==> src/rtl/sliding_pattern.sv <==
// Streams a per-pixel mask by repeating a 32-bit pattern along each row, sliding one position per row.
// Optional macro SLIDING_PATTERN_FRAME_RESYNC_EN restarts the slide offset at every frame wrap.
module sliding_pattern #(
    parameter int unsigned image_sensor_w = 35,
    parameter int unsigned image_sensor_h = 35
) (
    input  logic        clk,
    input  logic        rst,
    input  logic        clk_en,
    input  logic [0:31] pattern,
    input  logic        right_sliding,
    input  logic        load_pattern,
    output logic        rp_mask_bit,
    output logic        rp_valid
);

    localparam int unsigned XW = (image_sensor_w > 1) ? $clog2(image_sensor_w) : 1;
    localparam int unsigned YW = (image_sensor_h > 1) ? $clog2(image_sensor_h) : 1;
    localparam int unsigned PW = 5;

    logic [0:31]   pat_reg;
    logic [XW-1:0] x;
    logic [YW-1:0] y;
    logic [PW-1:0] off;
    logic [PW-1:0] phase;
    logic          active;

    logic          row_end_c;
    logic          frame_end_c;
    logic [PW-1:0] off_n_c;

    // Row/frame boundary detection and next-row offset
    always_comb begin
        row_end_c   = (x == XW'(image_sensor_w - 1));
        frame_end_c = row_end_c && (y == YW'(image_sensor_h - 1));
        off_n_c     = right_sliding ? (off - PW'(1)) : (off + PW'(1));
    end

    always_ff @(posedge clk) begin
        if (rst) begin
            pat_reg     <= '0;
            x           <= '0;
            y           <= '0;
            off         <= '0;
            phase       <= '0;
            active      <= 1'b0;
            rp_mask_bit <= 1'b0;
            rp_valid    <= 1'b0;
        end else if (!clk_en) begin
            rp_valid <= 1'b0;
        end else if (load_pattern) begin
            pat_reg  <= pattern;
            x        <= '0;
            y        <= '0;
            off      <= '0;
            phase    <= '0;
            active   <= 1'b1;
            rp_valid <= 1'b0;
        end else if (active) begin
            rp_mask_bit <= pat_reg[phase];
            rp_valid    <= 1'b1;
            if (!row_end_c) begin
                x     <= x + XW'(1);
                phase <= phase + PW'(1);
            end else begin
                x <= '0;
                y <= frame_end_c ? '0 : (y + YW'(1));
`ifdef SLIDING_PATTERN_FRAME_RESYNC_EN
                // Every frame restarts from the unslid pattern
                off   <= frame_end_c ? '0 : off_n_c;
                phase <= frame_end_c ? '0 : off_n_c;
`else
                off   <= off_n_c;
                phase <= off_n_c;
`endif
            end
        end else begin
            rp_valid <= 1'b0;
        end
    end

endmodule

==> config.mk <==
export PLATFORM = sky130hd
export DESIGN_NAME = sliding_pattern
export DESIGN_NICKNAME = d
export VERILOG_FILES = /design/src/rtl/sliding_pattern.sv
export SDC_FILE = /design/constraint.sdc
export NUM_CORES = 1
export LEC_CHECK = 0
export CORE_ASPECT_RATIO = 0.9
export CORE_MARGIN = 2
export CORE_UTILIZATION = 40
export CTS_BUF_LIST = sky130_fd_sc_hd__clkbuf_16
export CTS_CLUSTER_SIZE = 10
export DETAILED_ROUTE_END_ITERATION = 8
export GPL_TIMING_DRIVEN = 0
export HOLD_SLACK_MARGIN = 0.06
export PLACE_DENSITY = 0.67
export REMOVE_ABC_BUFFERS = 1
export SLEW_MARGIN = 0
export SYNTH_ARGS = -nofsm -noshare
export SYNTH_HDL_FRONTEND = slang
export SYNTH_SLANG_ARGS = --single-unit
==> constraint.sdc <==
create_clock -name clk -period 1.9 [get_ports clk]
set_clock_uncertainty 0.1 [all_clocks]
set_input_delay 0.38 -clock clk [delete_from_list [all_inputs] [get_ports clk]]
set_output_delay 0.38 -clock clk [all_outputs]
set_load 0.005 [all_outputs]
placement_by_type.png
(3 px per um)
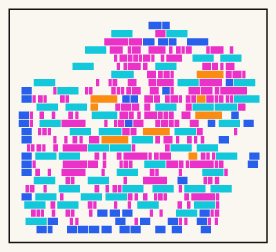
colour	class	cells	share of their area
orange	clock drivers and dummy loads	8	5.0%
cyan	sequential cells	51	34%
magenta	combinational and other logic	214	45%
blue	remaining buffers and delay cells	48	16%

==> ci_impl_report.md <==
## PnR job results

| Metric | Value |
|---|---|
| R2R Path Start | `x[0]` |
| Main synth FF type | `dfxtp_1` |
| Outcome | `complete, no violations` |
| Layout area overhead | `29.3%` |
| Avg WL per Cell | `12.9 um` |
| DRC viols | `0` |
| Commonest Layout Cell | `nand2_1` |
| Comb gate area | `0.00132 mm2` |
| Synth top cell by count | `nand2_1` |
| Fin. Hold Viols | `0` |
| Total gr overflow | `0` |
| CP Capture Type | `flop` |
| OpenROAD warning count | `28` |
| Synth top area cells | `dfxtp_1 (43%), nand2_1 (11%), a21oi_1 (8.8%)` |
| Dpl cell area | `~0.0028 mm2` |
| GR met3 Demand/Resource | `3.66%` |
| Max reg flops | `32` |
| Share of cells above drive strength 1 | `15.9%` |
| Flop share of the area | `about a third` |
| Initial antenna violation count | `0` |
| GRT Total Usage | `around 16%` |
| Mapped cell area | `0.00238 mm2` |
| Hold-critical path depth | `2` |
| Final setup fails | `0` |
| CP Data Required Time | `2040 ps` |
| Slowest cell on crit path | `or4_4` |
| RSZ-0062 raised after global routing | `true` |
| Crit-path max cell delay | `470 ps` |
clocks.png
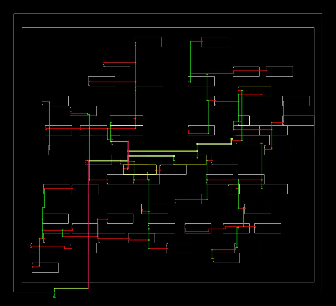
reported clock group power: 0.000896 W
sinks on the clock net: 51
clk_lat worst skew: 290 ps
CTS Buf Count: 5

## routing by layer
| layer | up-vias | share of wire (%) |
|---|---|---|
| li1 | 1040 | - |
| met1 | 918 | 47 |
| met2 | 31 | 48 |
| met3 | 7 | 3.7 |
| met4 | 0 | 1.2 |
| met5 | - | 0 |
## critical path: cells and delay by family, from the launching register on
family | cells | cell delay, ps
adders and majority gates | 1 | 140
buffers and inverters | 1 | 70
DFF | 1 | 330
muxes | 1 | 280
and+or+nand+nor | 5 | 910
## power breakdown
part | internal, W | switching, W | total, W
clock network | 0.000493 | 0.000404 | 0.000896
registers | 0.00111 | 0.0000301 | 0.00114
logic | 0.000139 | 0.000113 | 0.000252
Power and IR drop assume default switching activity.
